==> src/rtl/mig1_pkg.sv <==
// Shared definitions for the Mig1 fetch slice.
//   MIG1_DATA_WIDTH / MIG1_ADDR_WIDTH : default instruction and byte-address widths
//   mig1_addr_t      : byte address
//   mig1_word_addr_t : word address (byte address bits [ADDR_WIDTH-1:2])
//   mig1_insn_t      : instruction word
//   mig1_fetch_state_e : fetch FSM states
package mig1_pkg;

  localparam int unsigned MIG1_DATA_WIDTH = 32;
  localparam int unsigned MIG1_ADDR_WIDTH = 8;

  typedef logic [MIG1_ADDR_WIDTH-1:0] mig1_addr_t;
  typedef logic [MIG1_ADDR_WIDTH-1:2] mig1_word_addr_t;
  typedef logic [MIG1_DATA_WIDTH-1:0] mig1_insn_t;

  typedef enum logic [1:0] {
    FETCH_RESET = 2'd0,
    FETCH_BOOT  = 2'd1,
    FETCH_RUN   = 2'd2
  } mig1_fetch_state_e;

endpackage

==> src/rtl/mig1_fetch_fifo.sv <==
// Prefetch queue for the Mig1 fetch unit.
//   clk, rst      : clock, asynchronous active-low reset
//   push, push_data : write one entry ({insn, pc})
//   pop           : retire the head entry (ignored when empty)
//   flush         : empty the queue; overrides push and pop
//   count         : number of valid entries (0..DEPTH)
//   head          : head entry, read straight from the storage registers
module mig1_fetch_fifo #(
  parameter int unsigned DEPTH = 4,
  parameter int unsigned WIDTH = 40
) (
  input  logic                       clk,
  input  logic                       rst,
  input  logic                       push,
  input  logic [WIDTH-1:0]           push_data,
  input  logic                       pop,
  input  logic                       flush,
  output logic [$clog2(DEPTH):0]     count,
  output logic [WIDTH-1:0]           head
);

  localparam int unsigned PW = $clog2(DEPTH);
  localparam logic [PW:0] FULL = (PW+1)'(DEPTH);

  logic [WIDTH-1:0] mem [DEPTH];
  logic [PW-1:0]    wr_ptr;
  logic [PW-1:0]    rd_ptr;
  logic             do_push;
  logic             do_pop;

  always_comb begin
    do_pop  = pop && (count != '0);
    do_push = push && (count != FULL);
  end

  always_ff @(posedge clk or negedge rst) begin
    if (!rst) begin
      for (int unsigned i = 0; i < DEPTH; i++) begin
        mem[i] <= '0;
      end
      wr_ptr <= '0;
      rd_ptr <= '0;
      count  <= '0;
    end else if (flush) begin
      wr_ptr <= '0;
      rd_ptr <= '0;
      count  <= '0;
    end else begin
      if (do_push) begin
        mem[wr_ptr] <= push_data;
        wr_ptr      <= wr_ptr + 1'b1;
      end
      if (do_pop) begin
        rd_ptr <= rd_ptr + 1'b1;
      end
      case ({do_push, do_pop})
        2'b10:   count <= count + 1'b1;
        2'b01:   count <= count - 1'b1;
        default: ;
      endcase
    end
  end

  assign head = mem[rd_ptr];

endmodule

==> src/rtl/mig1_fetch_unit.sv <==
// Mig1 instruction fetch stage.
//   clk, rst        : clock, asynchronous active-low reset
//   rst_addr        : boot word address, sampled in BOOT
//   mem_rd_en/addr  : synchronous RAM read request (data back one cycle later)
//   mem_rd_data     : RAM read data
//   redirect_valid/addr : restart fetch at a new word address (flushes queue)
//   insn_valid/ready/data/pc : instruction handshake towards decode
//   fetch_pc        : next address to fetch (debug)
module mig1_fetch_unit
  import mig1_pkg::*;
#(
  parameter int unsigned DATA_WIDTH = MIG1_DATA_WIDTH,
  parameter int unsigned ADDR_WIDTH = MIG1_ADDR_WIDTH,
  parameter int unsigned DEPTH      = 4
) (
  input  logic                    clk,
  input  logic                    rst,
  input  logic [ADDR_WIDTH-1:2]   rst_addr,
  output logic                    mem_rd_en,
  output logic [ADDR_WIDTH-1:0]   mem_rd_addr,
  input  logic [DATA_WIDTH-1:0]   mem_rd_data,
  input  logic                    redirect_valid,
  input  logic [ADDR_WIDTH-1:2]   redirect_addr,
  output logic                    insn_valid,
  input  logic                    insn_ready,
  output logic [DATA_WIDTH-1:0]   insn_data,
  output logic [ADDR_WIDTH-1:0]   insn_pc,
  output logic [ADDR_WIDTH-1:0]   fetch_pc
);

  localparam int unsigned CW = $clog2(DEPTH) + 1;
  localparam int unsigned EW = DATA_WIDTH + ADDR_WIDTH;
  localparam logic [CW:0] OCC_LIMIT = (CW+1)'(DEPTH);

  mig1_fetch_state_e     state;
  logic [ADDR_WIDTH-1:0] pc;
  logic [ADDR_WIDTH-1:0] inf_pc;
  logic                  inf_epoch;
  logic                  pend;
  logic                  epoch;

  logic [CW-1:0]         q_count;
  logic [EW-1:0]         q_head;
  logic                  in_run;
  logic                  redirect;
  logic                  issue;
  logic                  push;
  logic                  pop;
  logic                  flush;
  logic [CW:0]           occupancy;

  // Queued entries plus the read still in flight: each issued read owns a
  // slot before its data arrives, so the queue can never overflow.
  always_comb begin
    in_run    = (state == FETCH_RUN);
    redirect  = in_run && redirect_valid;
    occupancy = {1'b0, q_count} + {{CW{1'b0}}, pend};
    issue     = in_run && !redirect_valid && (occupancy < OCC_LIMIT);
    push      = pend && (inf_epoch == epoch) && !redirect;
    pop       = insn_valid && insn_ready && !redirect;
    flush     = redirect || (state == FETCH_BOOT);
  end

  always_ff @(posedge clk or negedge rst) begin
    if (!rst) begin
      state     <= FETCH_RESET;
      pc        <= '0;
      inf_pc    <= '0;
      inf_epoch <= 1'b0;
      pend      <= 1'b0;
      epoch     <= 1'b0;
    end else begin
      case (state)
        FETCH_RESET: begin
          state <= FETCH_BOOT;
        end
        FETCH_BOOT: begin
          pc    <= {rst_addr, 2'b00};
          epoch <= 1'b0;
          pend  <= 1'b0;
          state <= FETCH_RUN;
        end
        FETCH_RUN: begin
          pend <= issue;
          if (issue) begin
            inf_pc    <= pc;
            inf_epoch <= epoch;
            pc        <= pc + ADDR_WIDTH'(4);
          end
          // A response tagged with the old epoch is dropped when it returns.
          if (redirect_valid) begin
            epoch <= !epoch;
            pc    <= {redirect_addr, 2'b00};
          end
        end
        default: begin
          state <= FETCH_RESET;
        end
      endcase
    end
  end

  mig1_fetch_fifo #(
    .DEPTH (DEPTH),
    .WIDTH (EW)
  ) u_fifo (
    .clk       (clk),
    .rst       (rst),
    .push      (push),
    .push_data ({mem_rd_data, inf_pc}),
    .pop       (pop),
    .flush     (flush),
    .count     (q_count),
    .head      (q_head)
  );

  assign mem_rd_en   = issue;
  assign mem_rd_addr = pc;
  assign fetch_pc    = pc;
  assign insn_valid  = (q_count != '0);
  assign insn_data   = q_head[EW-1:ADDR_WIDTH];
  assign insn_pc     = q_head[ADDR_WIDTH-1:0];

endmodule

==> config.mk <==
export PLATFORM = sky130hd
export DESIGN_NAME = mig1_fetch_unit
export DESIGN_NICKNAME = d
export VERILOG_FILES = /design/src/rtl/mig1_pkg.sv /design/src/rtl/mig1_fetch_fifo.sv /design/src/rtl/mig1_fetch_unit.sv
export SDC_FILE = /design/constraint.sdc
export NUM_CORES = 1
export LEC_CHECK = 0
export ABC_AREA = 0
export CAP_MARGIN = 15
export CORE_ASPECT_RATIO = 0.5
export CORE_MARGIN = 2
export CORE_UTILIZATION = 30
export CTS_CLUSTER_DIAMETER = 150
export DETAILED_ROUTE_END_ITERATION = 10
export SLEW_MARGIN = 20
export SYNTH_ARGS = -nofsm -noshare
export SYNTH_HDL_FRONTEND = slang
export SYNTH_HIERARCHICAL = 1
export SYNTH_SLANG_ARGS = --single-unit
==> constraint.sdc <==
create_clock -name clk -period 5.45 [get_ports clk]
set_clock_uncertainty 0.1 [all_clocks]
set_input_delay 1.09 -clock clk [delete_from_list [all_inputs] [get_ports clk]]
set_output_delay 1.09 -clock clk [all_outputs]
set_load 0.02 [all_outputs]
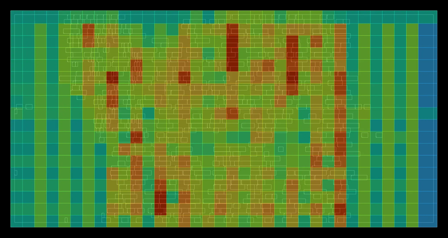
Fig. 1. Track usage over the die (run 1).
total track usage: 0.122
GR met3 Demand/Resource: 0.0282

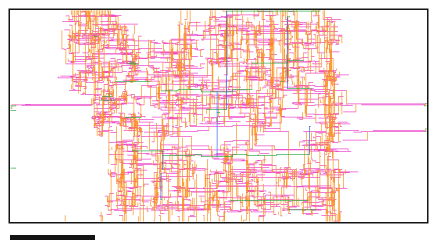
Fig. 2. Signal wires by layer (run 1).
The bar under the picture is 50 um long.
[blue] met4 | wire length: 180 um
[green] met3 | wire length: 416 um
[orange] met2 | wire length: 8,940 um
[magenta] met1 | wire length: 8,170 um

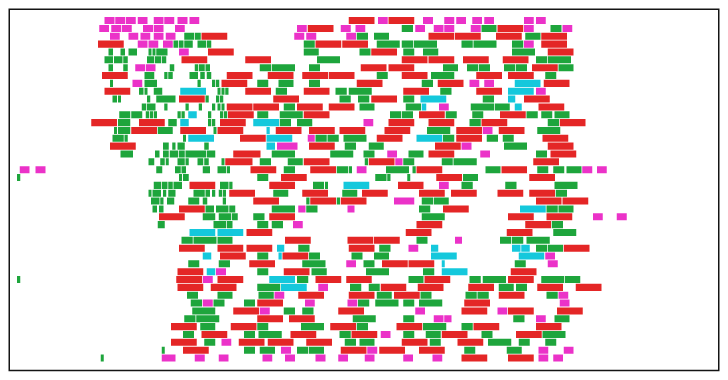
Fig. 3. Cells colored by class (run 1).
[green] all other logic | cells: 349
[red] flip-flops | cells: 184
[cyan] clock drivers and dummy loads | cells: 32
[magenta] other buffers and delay cells | cells: 109
num rows: 44
sequential share of cell area: 0.439

## run 1: metrics by stage
step	area, um2	setup slack, ns	hold WS (ns)	util	cells
global route	10500	1.07	0.407	0.364	1065
global placement	9960	1.22	0.382	0.345	1033
detailed placement	9960	1.19	0.388	0.345	1033
CTS	10500	1.19	0.403	0.364	1065
floorplan	8780	2.31	0.367	-	579
finish	10500	1.19	0.401	0.364	1065
## run 1: registers in the layout, summed over array words and instances, names as in the netlist, 2 cells and up
| name | cells |
|---|---|
| u_fifo/mem | 160 |
| fetch_pc | 6 |
| inf_pc | 6 |
| u_fifo/count | 3 |
| state | 2 |
| u_fifo/rd_ptr | 2 |
| u_fifo/wr_ptr | 2 |
## run 1: final cells by class
class	instances	area [um2]
tap	391	489
multi-input combinational	343	3750
fill	2752	18400
clock buffer	20	437
timing repair buffer	109	1100
clock inverter	12	96.3
sequential	184	4610
inverter	6	22.5
## run 1: synthesized netlist by cell type (5+ instances only)
library cell and n:
dfrtp_1 184, mux4_2 40, buf_4 11, a21oi_1 7, buf_2 5, mux2_2 123, buf_6 17, nor2_1 12
buf_1 6, o21ai_0 12, mux2_4 40, nand2_1 33, ha_1 8
## run 1: cell families after synthesis
| family | after synthesis |
|---|---|
| other | 1 |
| flip-flops | 184 |
| XOR/XNOR | 6 |
| buffers and inverters | 52 |
| AND-OR/OR-AND | 38 |
| adder cells (fa/ha/maj) | 9 |
| multiplexers | 204 |
| AND/OR/NAND/NOR | 74 |
## run 1: critical path, delay by kind of cell
kind	cells	cell delay (ns)
AND/OR/NAND/NOR	2	0.52
buffers and inverters	3	1.47
==> results.txt, run 1 <==
fresh numbers from the pnr run: antenna violations before repair=0, P_sw=0.00126 W, post-synthesis adder-cell area fraction=0.0137, Unique cell types=55, internal power=0.00305 W, met1 usage=0.159, core area=28,800 um2, grt ovf=0, DR WL met3=416 um, Antenna Nets Post-Route=0, initial drt markers=280, drt wl/cell=16.6 um, Via density=4.62, PwrDens=411 nW/um2, status=finished, final reports clean, Max stage delay on crit path=0.65 ns, compound-cell area share of the yosys netlist=0.0290, Leakage=4.74 nW, crit path kind=in -> out, Clk network pwr share=0.261, startpoint types=input pin, H-tree depth=4, final setup fails=0, Synth area leader=dfrtp_1, Reg-to-Reg Start=state[0], flop2flop setup slack=2.23 ns, Hold Path End=u_fifo/mem[73], Comb power frac=0.314, Post-CTS Setup Bufs=0, CTS tree=yes, RSZ-0062 raised after global routing=no, CTS root buf=clkbuf_16, share of cells above drive strength 1=0.384, clk sink count=184, routed via count=4,917, CP required=4.26 ns, I/O pin cnt=106, Reg clk slew, reported paths=0.07 ns, Worst Setup EP=mem_rd_en, syn avg cell area=15.4 um2, Final Hold Vio Count=0, Nets=718, Latency at later pin=0.42 ns, ys async rst share=1.00, vias in the first global route=5,342, Top pwr grp=sequential cells, dominant logic cell type in the layout=dfrtp_1, area grow syn2layout=20.1%, Seq share, synth=0.527, yosys cell count=568, drc violations=0, clock buffer depth=2, CP Max Fanout=10, Main synth FF type=dfrtp_1, EDFF count, synth=0, Syn Std Cell Area=8740 um2, top cells by area=dfrtp_1 (53%), mux2_2 (16%), mux4_2 (10%), mux2_4 (6.9%), buf_6 (2.2%), cts bufs inserted=17, worst-margin pin slew=0.936 ns, Worst VDD drop=0.215 mV, YS chip area=8740 um2, Flop pwr share=0.426, Initial Util=0.303, routed wire length=17,700 um, ant diodes=0, Slowest-stage cell, CP=clkdlybuf4s50_1, Mux area share=0.331, # port buffers=101, Clock group=0.00112 W, Simple Share, Synth=0.0431, Setup TNS=0 ns, CTS Hold Buffers Added=0, GP Congestion=0.763, Met2 Routed Length=8940 um, minimum clock period=4.26 ns, Hold Path Depth=1, max cap viols=0, XOR Share, Synth=0.00601, most common logic cells in the final layout=dfrtp_1 (182), mux2_2 (123), clkdlybuf4s50_1 (100), mux4_2 (40), mux2_4 (40), Synth Register Bits=184, global route hottest layer=met2, cells on worst reg2reg path=8, Crit path arrival time=3.07 ns, cell breakdown of the critical path=clkdlybuf4s50_1 > nor3b_4 > nand2_1 > inv_2 > clkdlybuf4s50_1, cell mode on critical path=clkdlybuf4s50_1, PnR Total Power=0.00431 W, M1 WL=8170 um, Main logic family=multiplexers, period utilization=0.782, Hold Crit Start=u_fifo/mem[73], P_seq=0.00183 W, die area=30,600 um2, first-pass detailed-route iteration total=4, uppermost layer routed=met4, HPWL after detailed placement=11,300 um, grt met2 use=0.207, die width=245 um, switching fraction of total power=0.292, Tool Warnings=33, area share, top type=0.527, die height=125 um, Comb. pwr=0.00135 W, Setup crit start=redirect_valid, largest net degree at the start of global routing=115, Fmax=0.235 GHz, Rel. slew slack=0.376, post-cts sizing count=0, Syn. warnings=6, first-pass GRT wire length=29,300 um, Mapped Cells=568, max-slew violation count=0, Worst Hold Class=reg -> reg, Crit. End Element=output port, reg-to-reg endpoint=u_fifo/mem[3]
Fig. 4: run 1, signal metal coverage by tile
The bar under the picture is 50 um long. The die is cut into 25 by 12 equal tiles; dark blue is low, red is high, scaled to the fullest tile. Values are wire area over tile area, all layers added.
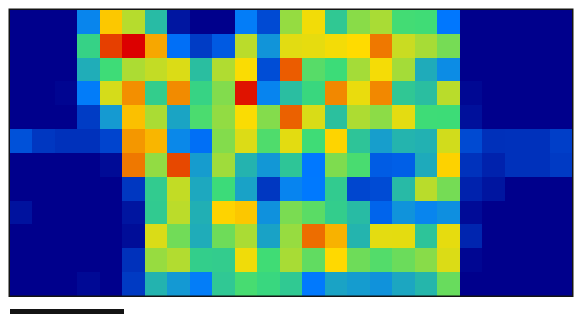

==> run 1 -> run 2 <==
==> constraint.sdc (replaced) <==
create_clock -name clk -period 3.9 [get_ports clk]
set_clock_uncertainty 0.1 [all_clocks]
set_input_delay 0.78 -clock clk [delete_from_list [all_inputs] [get_ports clk]]
set_output_delay 0.78 -clock clk [all_outputs]
set_load 0.02 [all_outputs]
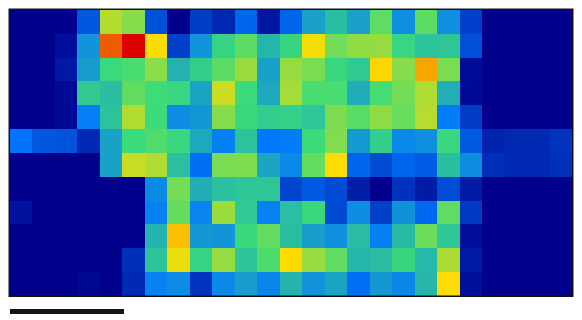
Fig. 5. Signal metal coverage by tile (run 2).
The bar under the picture is 50 um long. The die is cut into 25 by 12 equal tiles; dark blue is low, red is high, scaled to the fullest tile. Values are wire area over tile area, all layers added.
nearly empty tiles: 28%
densest ninth of the die: north
fullest tile: 0.32
tiles over half the peak: 20%

==> run 2 against run 1 <==
Register-to-register slack worse by 1.2 ns; global-route usage is essentially flat; combinational power is 41% higher; critical path depth is 1 higher; sequential share of layout area decreased by 0.41 points; routed wire length is 0.15% lower; area after synthesis stayed put; critical endpoint unchanged; highest routed layer unchanged.
==> results.txt, run 2 <==
fresh numbers from the pnr run: status=finished, final reports clean, period utilization=0.860, Initial Util=0.303, clock buffer depth=2, yosys cell count=568, final setup fails=0, antenna violations before repair=0, worst slack, placed=0.551 ns, CTS root buf=clkbuf_16, CTS Hold Buffers Added=0, Worst Setup EP=mem_rd_en, Post-Place Cells=1,039, Fmax=0.298 GHz, most common logic cells in the final layout=dfrtp_1 (182), mux2_2 (123), clkdlybuf4s50_1 (100), mux4_2 (40), mux2_4 (40), Syn Std Cell Area=8740 um2, cells on worst reg2reg path=8, Worst VDD drop=0.324 mV, first-pass detailed-route iteration total=6, PnR Total Power=0.00613 W, H-tree depth=4, top cells by area=dfrtp_1 (53%), mux2_2 (16%), mux4_2 (10%), mux2_4 (6.9%), buf_6 (2.2%), Main synth FF type=dfrtp_1, area grow syn2layout=21.2%, GP Congestion=0.745, Reg clk slew, reported paths=0.07 ns, buffer and inverter count on the worst path=3, top-count cell post-synth=dfrtp_1, fin cells=1,070, routed wire length=17,700 um, routed via count=4,874, CP top delay family=buffers and inverters, # port buffers=101, clk sink count=184, CTS tree=yes, EDFF count, synth=0, Unique cell types=55, Post-CTS Setup Bufs=0, flop2flop setup slack=1.05 ns, Via density=4.56, num rows=44, worst-margin pin slew=0.814 ns, crit path kind=reg -> out, Crit path arrival time=2.47 ns, die area=30,600 um2, area share, top type=0.527, startpoint types=register, Setup TNS=0 ns, I/O pin cnt=106, Nets=724, die width=245 um, cell breakdown of the critical path=inv_1 > ha_1 > nor3b_4 > nand2_1 > inv_2 > clkdlybuf4s50_1, Crit. End Element=output port, initial drt markers=345, drc violations=0, post-route cell area=10,600 um2, Slowest-stage cell, CP=clkdlybuf4s50_1, first-pass GRT wire length=29,100 um, syn avg cell area=15.4 um2, cts bufs inserted=17, dominant logic cell type in the layout=dfrtp_1, Setup crit start=state[0], post-cts sizing count=0, minimum clock period=3.35 ns, Tool Warnings=31, core area=28,800 um2, die height=125 um, Rel. slew slack=0.457, Reg-to-Reg Start=state[0], drt wl/cell=16.5 um, max cap viols=0, Final Hold Vio Count=0, ys async rst share=1.00, Antenna Nets Post-Route=0, Cell Area, Placed=10,000 um2, Synth area leader=dfrtp_1, post-layout util=0.367, YS chip area=8740 um2, Max stage delay on crit path=0.64 ns, Synth Register Bits=184, Leakage=4.81 nW, Worst Hold Class=in -> async, grt ovf=0, CP required=3.02 ns, Crit. path cell count=6, Min Hold Slack=0.227 ns, Seq share, synth=0.527, total track usage=0.122, most flop-heavy register=u_fifo/mem, Latency at later pin=0.43 ns, vias in the first global route=5,210, PwrDens=578 nW/um2, share of cells above drive strength 1=0.393, HPWL after detailed placement=11,200 um, Post-synth top cells=dfrtp_1 (184), mux2_2 (123), mux2_4 (40), mux4_2 (40), nand2_1 (33), worst setup margin=0.547 ns, CP Max Fanout=11, largest net degree at the start of global routing=85
==> run 2: netlist changes by cell type in the layout (fill, tap and decap cells not counted), moves of 3 or more <==
cell,before,now
clkinv_4,5,1
clkinvlp_4,4,1
inv_8,0,3
buf_4,6,10
clkbuf_1,3,0
inv_6,2,5
==> run 2: worst min path at each step <==
stage / slack [ns] / start / to / depth (start not counted)
detailed placement: 0.39 / u_fifo/mem[61] / u_fifo/mem[61] / 1
finish: 0.23 / rst / u_fifo/mem[135] / 1
global placement: 0.38 / u_fifo/mem[72] / u_fifo/mem[72] / 1
floorplan: 0.37 / inf_epoch / inf_epoch / 2
global route: 0.27 / rst / u_fifo/mem[135] / 1
CTS: 0.25 / rst / u_fifo/mem[135] / 1
==> run 2: where the power goes <==
group          internal [W]  switching [W]  leakage [nW]
combinational       0.00113       0.000763          2.09
sequential          0.00231       0.000245          2.44
clock              0.000897       0.000782         0.280
==> run 2: cells by family (layout without fill, tap and decap cells) <==
logic type | Yosys count | count (layout) | synth area share
other cells | 1 | 12 | 0.000429
compound gates | 38 | 38 | 0.0291
buf+inv | 52 | 152 | 0.0498
simple gates | 74 | 74 | 0.0431
mux | 204 | 204 | 0.331
flops | 184 | 184 | 0.527
xor+xnor | 6 | 6 | 0.00601
fa+ha+maj | 9 | 9 | 0.0137
==> run 2: area by class of cell <==
cell class / count / area, um2
Timing Repair Buffer: 115 / 1170
Fill cell: 2749 / 18300
Inverter: 6 / 22.5
Sequential cell: 184 / 4610
Clock buffer: 17 / 425
Clock inverter: 14 / 139
Multi-Input combinational cell: 343 / 3750
Tap cell: 391 / 489
==> run 2: metal layers <==
metal  global-route usage  part of all wire  vias up
met5                    0                 0        -
met4               0.0421             0.016        0
met3               0.0248             0.022       17
met2                0.195              0.49       50
met1                0.166              0.47     2562
li1                     -                 -     2245
Power figures rest on the tool's default switching activity, not on a simulated workload.
